Signal metal coverage by tile:
Bar = 100 um. 19 x 21 tiles, from dark blue (low) to red (high), scaled to the fullest tile. Values are wire area over tile area, all layers added.
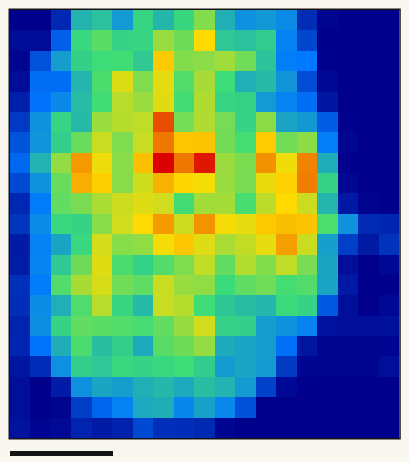
Cells by drive strength:
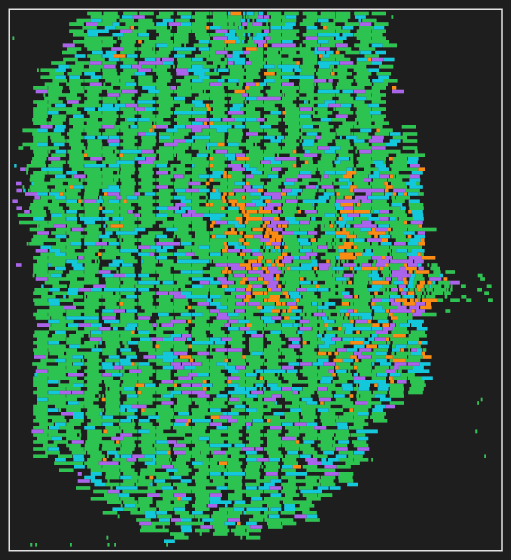
Placement density heat map:
Bar = 100 um. 19 x 21 tiles, from dark blue (low) to red (high), 0 to 100% covered.
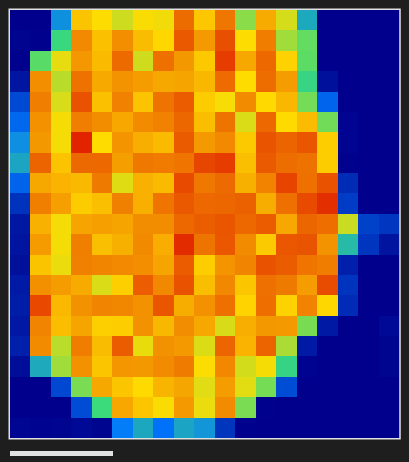
Track usage over the die:
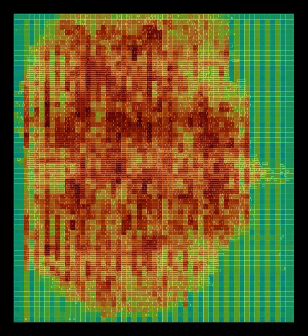
## src/rtl/col_parity_frame_pkg.sv

```systemverilog
// Shared constants, FSM state type and the column-parity helper
// used by the col_parity_frame encoder and its theta datapath.
package col_parity_frame_pkg;

  localparam int SLICE_W    = 25;
  localparam int ROW        = 5;
  localparam int NSLICE_DEF = 64;

  typedef enum logic [1:0] {
    ST_IDLE = 2'd0,
    ST_LOAD = 2'd1,
    ST_EMIT = 2'd2
  } state_t;

  // Column x parity: XOR of the five lanes (x, y=0..4).
  function automatic logic [ROW-1:0] col_par(
    input logic [SLICE_W-1:0] s
  );
    logic [ROW-1:0] p;
    p = '0;
    for (int y = 0; y < ROW; y++) begin
      p = p ^ s[y*ROW +: ROW];
    end
    return p;
  endfunction

endpackage

```

## src/rtl/col_parity_frame_theta.sv

```systemverilog
// slice_theta: combinational theta step for one 25-bit slice.
// Ports: i_slice (slice A[z]), i_par (C[z]), i_prev_par (C[z-1]),
//        o_slice (encoded E[z]).
module slice_theta
  import col_parity_frame_pkg::*;
(
  input  logic [SLICE_W-1:0] i_slice,
  input  logic [ROW-1:0]     i_par,
  input  logic [ROW-1:0]     i_prev_par,
  output logic [SLICE_W-1:0] o_slice
);

  logic [ROW-1:0] w_d;

  // Per-column mask: left neighbour in this slice,
  // right neighbour in the previous slice.
  for (genvar x = 0; x < ROW; x++) begin : g_d
    assign w_d[x] = i_par[(x+4)%ROW]
                  ^ i_prev_par[(x+1)%ROW];
  end

  for (genvar y = 0; y < ROW; y++) begin : g_row
    assign o_slice[y*ROW +: ROW] =
      i_slice[y*ROW +: ROW] ^ w_d;
  end

endmodule

```

## src/rtl/col_parity_frame.sv

```systemverilog
// col_parity_frame: buffers a frame of NSLICE slices with their column
// parities, then streams out the theta-encoded slices z=0..NSLICE-1.
// Ports: clk, rst (sync, active-high); in_valid/in_ready/in_slice load
// side; out_valid/out_ready/out_slice/out_index/out_last emit side;
// busy high while loading or emitting.
module col_parity_frame
  import col_parity_frame_pkg::*;
#(
  parameter int NSLICE = NSLICE_DEF,
  parameter int IW     = $clog2(NSLICE)
) (
  input  logic               clk,
  input  logic               rst,
  input  logic               in_valid,
  output logic               in_ready,
  input  logic [SLICE_W-1:0] in_slice,
  output logic               out_valid,
  input  logic               out_ready,
  output logic [SLICE_W-1:0] out_slice,
  output logic [IW-1:0]      out_index,
  output logic               out_last,
  output logic               busy
);

  state_t             r_state;
  logic [IW-1:0]      r_wptr;
  logic [IW-1:0]      r_rptr;
  logic [SLICE_W-1:0] r_mem [NSLICE];
  logic [ROW-1:0]     r_par [NSLICE];

  logic               w_in_fire;
  logic               w_out_fire;
  logic               w_wlast;
  logic               w_rlast;
  logic [IW-1:0]      w_prev_idx;
  logic [SLICE_W-1:0] w_enc;

  assign in_ready   = (r_state != ST_EMIT);
  assign out_valid  = (r_state == ST_EMIT);
  assign busy       = (r_state != ST_IDLE);
  assign w_in_fire  = in_valid & in_ready;
  assign w_out_fire = out_valid & out_ready;
  assign w_wlast    = (r_wptr == IW'(NSLICE-1));
  assign w_rlast    = (r_rptr == IW'(NSLICE-1));
  // Power-of-two depth: modular wrap gives z-1 for z=0.
  assign w_prev_idx = r_rptr - 1'b1;

  assign out_index = r_rptr;
  assign out_last  = out_valid & w_rlast;
  // Arrays are unreset, so keep the output bus quiet
  // outside EMIT.
  assign out_slice = out_valid ? w_enc : '0;

  always_ff @(posedge clk) begin
    if (rst) begin
      r_state <= ST_IDLE;
      r_wptr  <= '0;
      r_rptr  <= '0;
    end else begin
      if (w_in_fire) begin
        r_wptr <= r_wptr + 1'b1;
      end
      if (w_out_fire) begin
        r_rptr <= r_rptr + 1'b1;
      end
      unique case (r_state)
        ST_IDLE: begin
          if (w_in_fire) r_state <= ST_LOAD;
        end
        ST_LOAD: begin
          if (w_in_fire && w_wlast) r_state <= ST_EMIT;
        end
        ST_EMIT: begin
          if (w_out_fire && w_rlast) r_state <= ST_IDLE;
        end
        default: r_state <= ST_IDLE;
      endcase
    end
  end

  always_ff @(posedge clk) begin
    if (w_in_fire) begin
      r_mem[r_wptr] <= in_slice;
      r_par[r_wptr] <= col_par(in_slice);
    end
  end

  slice_theta u_theta (
    .i_slice    (r_mem[r_rptr]),
    .i_par      (r_par[r_rptr]),
    .i_prev_par (r_par[w_prev_idx]),
    .o_slice    (w_enc)
  );

endmodule

```

## config.mk

```make
export PLATFORM = sky130hd
export DESIGN_NAME = col_parity_frame
export DESIGN_NICKNAME = d
export VERILOG_FILES = /design/src/rtl/col_parity_frame_pkg.sv /design/src/rtl/col_parity_frame_theta.sv /design/src/rtl/col_parity_frame.sv
export SDC_FILE = /design/constraint.sdc
export NUM_CORES = 2
export LEC_CHECK = 0
export CAP_MARGIN = 20
export CORE_ASPECT_RATIO = 1.1
export CORE_MARGIN = 1
export CORE_UTILIZATION = 50
export CTS_BUF_LIST = sky130_fd_sc_hd__clkbuf_16
export DETAILED_ROUTE_END_ITERATION = 7
export PLACE_DENSITY = 0.78
export RECOVER_POWER = 100
export SLEW_MARGIN = 40
export SYNTH_ARGS = -nofsm -noshare
export SYNTH_HDL_FRONTEND = slang
export SYNTH_SLANG_ARGS = --single-unit
```

## constraint.sdc

```tcl
create_clock -name clk -period 4.5 [get_ports clk]
set_input_delay 0.9 -clock clk [delete_from_list [all_inputs] [get_ports clk]]
set_output_delay 0.9 -clock clk [all_outputs]
set_load 0.005 [all_outputs]
```

==> impl_metrics.env <==
# source this file to load flow results
export IMPL_numCtsBuffers=176
export IMPL_placed_area_sq_um=83800
export IMPL_ys_chip_area_sq_um=77400
export IMPL_globalRouteMet1Util_pct=36.0
export IMPL_vdd_drop_max_v=0.000482
export IMPL_top_area_share_pct=74.4
export IMPL_ctsLongestPathBuffers=3
export IMPL_r2r_cells=6
export IMPL_drive_gt1_share_pct=38.8
export IMPL_drc=0
export IMPL_min_path_type="flop to flop"
export IMPL_period_minus_slack_ns=5.10
export IMPL_numPortBuffers=63
export IMPL_status="finished with violations"
export IMPL_cp_required_ns=3.60
export IMPL_comb_power_share_pct=2.9
export IMPL_fmax_ghz=0.196
export IMPL_worstPathMaxFanout=8
export IMPL_whs_endpoint="r_state[0]$_SDFFE_PP0P_"
export IMPL_tns_ns=-12.34
export IMPL_cts_root_buf="clkbuf_16"
export IMPL_grt_overflow_total=0
export IMPL_vias_per_cell=7.08
export IMPL_top_area_cell="edfxtp_1"
export IMPL_warnings=30
export IMPL_maxSlewViolCount=1754
export IMPL_power_switching_mw=7.57
export IMPL_antenna_left=0
export IMPL_setup_ws_ns=-0.602
export IMPL_syn_area_sq_um=77400
export IMPL_p_seq_share_pct=56.5
export IMPL_cap_violations=31
export IMPL_tritoncts="built"
export IMPL_hp_start="r_state[1]$_SDFFE_PP0P_"
export IMPL_fp_util_pct=50.4
export IMPL_internal_power_mw=28.1
export IMPL_reg2reg_to="r_mem[12][16]$_DFFE_PP_"
export IMPL_die_x_um=377
export IMPL_rsz0062_at_grt="true"
export IMPL_p_per_area_nw_per_um2=389
export IMPL_p_leak_nw=28.0
export IMPL_whs_ns=0.480
export IMPL_grt_max_degree=66
export IMPL_grt_pass1_wl_um=324000
export IMPL_syn_nets=3357
export IMPL_slew_headroom_pct=-105
export IMPL_core_area_sq_um=154000
export IMPL_synth_cell_type_count=54
export IMPL_yosys_cells=3325
export IMPL_netlist_instances=3325
export IMPL_nets=3855
export IMPL_preCtsSetupSlack_ns=-0.463
export IMPL_setup_worst_path_end_class="primary output"
export IMPL_numClockSinks=1940
export IMPL_path_clk_slew_ns=0.07
export IMPL_finalHoldViolations=0
export IMPL_finalSetupViolations=25
export IMPL_holdPathStages=1
export IMPL_p_total_mw=35.7
export IMPL_synth_avg_cell_area_sq_um=23.3
export IMPL_worstPathArrival_ns=4.20
export IMPL_p_sw_share_pct=21.2
export IMPL_gp_congestion=0.870
export IMPL_common_cells="edfxtp_1, mux4_2, buf_2, nor2_1, clkbuf_1"
export IMPL_hold_buffers=0
export IMPL_power_share_clock_pct=40.6
export IMPL_rows=151
export IMPL_edf_count=1920
export IMPL_drtIter0Drc=7224
export IMPL_violations="capacitance limit, slew limit, setup timing"
export IMPL_worstSetupPathType="flop to primary output"
export IMPL_chipArea_sq_um=156000
export IMPL_top_cells_by_area="edfxtp_1, mux4_2, mux2i_1"
export IMPL_insertion_delay_ns=0.83
export IMPL_cts_max_level=4
export IMPL_worstReg2RegStart="r_state[0]$_SDFFE_PP0P_"
export IMPL_ff_type="edfxtp_1"
export IMPL_tightest_slew_ns=3.07
export IMPL_grt_util_all_layers_pct=30.1
export IMPL_num_io_pins=64
Notes on 'signal metal coverage by tile' above:
fullest tile: 0.75
densest ninth of the die: centre
emptiest ninth of the die: lower right
mean over tiles: 0.27

Notes on 'cells by drive strength' above:
legend:
  drive 3 to 4:
    colour: orange
    cells: 339
  drive 6 and up:
    colour: purple
    cells: 407
  drive 1 or less:
    colour: green
    cells: 2423
  drive 2:
    colour: cyan
    cells: 789

Notes on 'placement density heat map' above:
fullest tile: 96%
mean over tiles: 57%
nearly empty tiles: 21%
tiles over 75% full: 56%

Notes on 'track usage over the die' above:
fin util: 59.8%
layer with the highest usage: met2
wire per inst: 39.8 um
Global Route met2 Usage: 47.7%

==> per-layer routing <==
metal / part of all wire (%) / routed length (um)
met2: 48 / 115000
met5: 0 / 0
met1: 31 / 75100
met4: 8.3 / 19800
met3: 12 / 29700
==> logic make-up after synthesis <==
logic type               count (synthesis)  synth area share, %
AND-OR/OR-AND                          181                 1.79
buffers and inverters                  209                 1.35
flip-flops                            1940                 75.0
multiplexers                           717                 19.9
XOR/XNOR                                34                0.448
adder cells (fa/ha/maj)                  3               0.0485
AND/OR/NAND/NOR                        241                 1.50
==> critical path, cell delays in order (launching register included) <==
cell and delay, ns:
dfxtp_4 0.52, buf_12 0.18, buf_4 0.14, mux4_2 0.53, mux4_2 0.53, o22ai_2 0.14, buf_4 0.18, o21ai_2 0.11
xnor2_4 0.27, buf_12 0.19, buf_6 0.10, mux2i_1 0.19, buf_4 0.17, buf_6 0.09
==> sequential cells by signal, summed over array words and instances (netlist names), named ones only <==
register / flops
out_index: 6
r_mem: 1600
r_par: 320
r_state: 2
r_wptr: 6
==> power by group through the flow <==
stage	sequential [mW]	combinational [mW]	clock [mW]
after floorplan	20.5	0.289	0
after global placement	20.5	0.853	0
after detailed placement	20.5	0.892	0
after CTS	20.1	0.979	14.4
after global routing	20.2	1.04	15.1
final	20.2	1.03	14.5
==> timing repair <==
item / CTS / global route
cloned: 13 / 4
setup buffers: 75 / 43
gates resized: 281 / 92
pin swaps: 26 / 32
setup endpoints to repair: 25 / 25
==> worst max path at each step <==
stage | endpoint | slack, ns | cells after the start
3_5_place_dp | out_slice[8] | -0.46 | 13
6_report | out_slice[23] | -0.60 | 13
3_3_place_gp | out_slice[23] | -0.53 | 13
2_1_floorplan | out_slice[11] | 0.07 | 13
5_1_grt | out_slice[18] | -0.65 | 13
4_1_cts | out_slice[23] | -0.56 | 15
==> cells in the final DEF, fill, tap and decap left out, drive strengths merged, types with 4 or more instances in the layout <==
| cell | n |
|---|---|
| o2111ai | 5 |
| a221oi | 27 |
| a22oi | 20 |
| nor3 | 4 |
| nand2 | 47 |
| buf | 436 |
| clkdlybuf4s50 | 13 |
| nand2b | 27 |
| xor2 | 8 |
| nand3 | 15 |
| a22o | 24 |
| clkbuf | 238 |
| nor2b | 41 |
| bufinv | 9 |
| o22ai | 15 |
| dfxtp | 20 |
| a211oi | 6 |
| a21oi | 15 |
| o41ai | 15 |
| mux2i | 52 |
| clkinv | 72 |
| or3 | 7 |
| diode | 6 |
| mux4 | 652 |
| o21ai | 12 |
| bufbuf | 6 |
| nor2 | 86 |
| edfxtp | 1920 |
| mux2 | 13 |
| a21boi | 36 |
| xnor2 | 26 |
| inv | 67 |
==> final cells by class <==
class	count	area, sq um
tap	2065	2580
timing repair buffer	514	6030
fill	9948	61900
multi-input combinational	1176	19800
inverter	15	60.1
antenna	6	15.0
clock inverter	134	905
sequential	1940	58100
clock buffer	179	4480
Power is estimated from default activity; no workload was simulated.
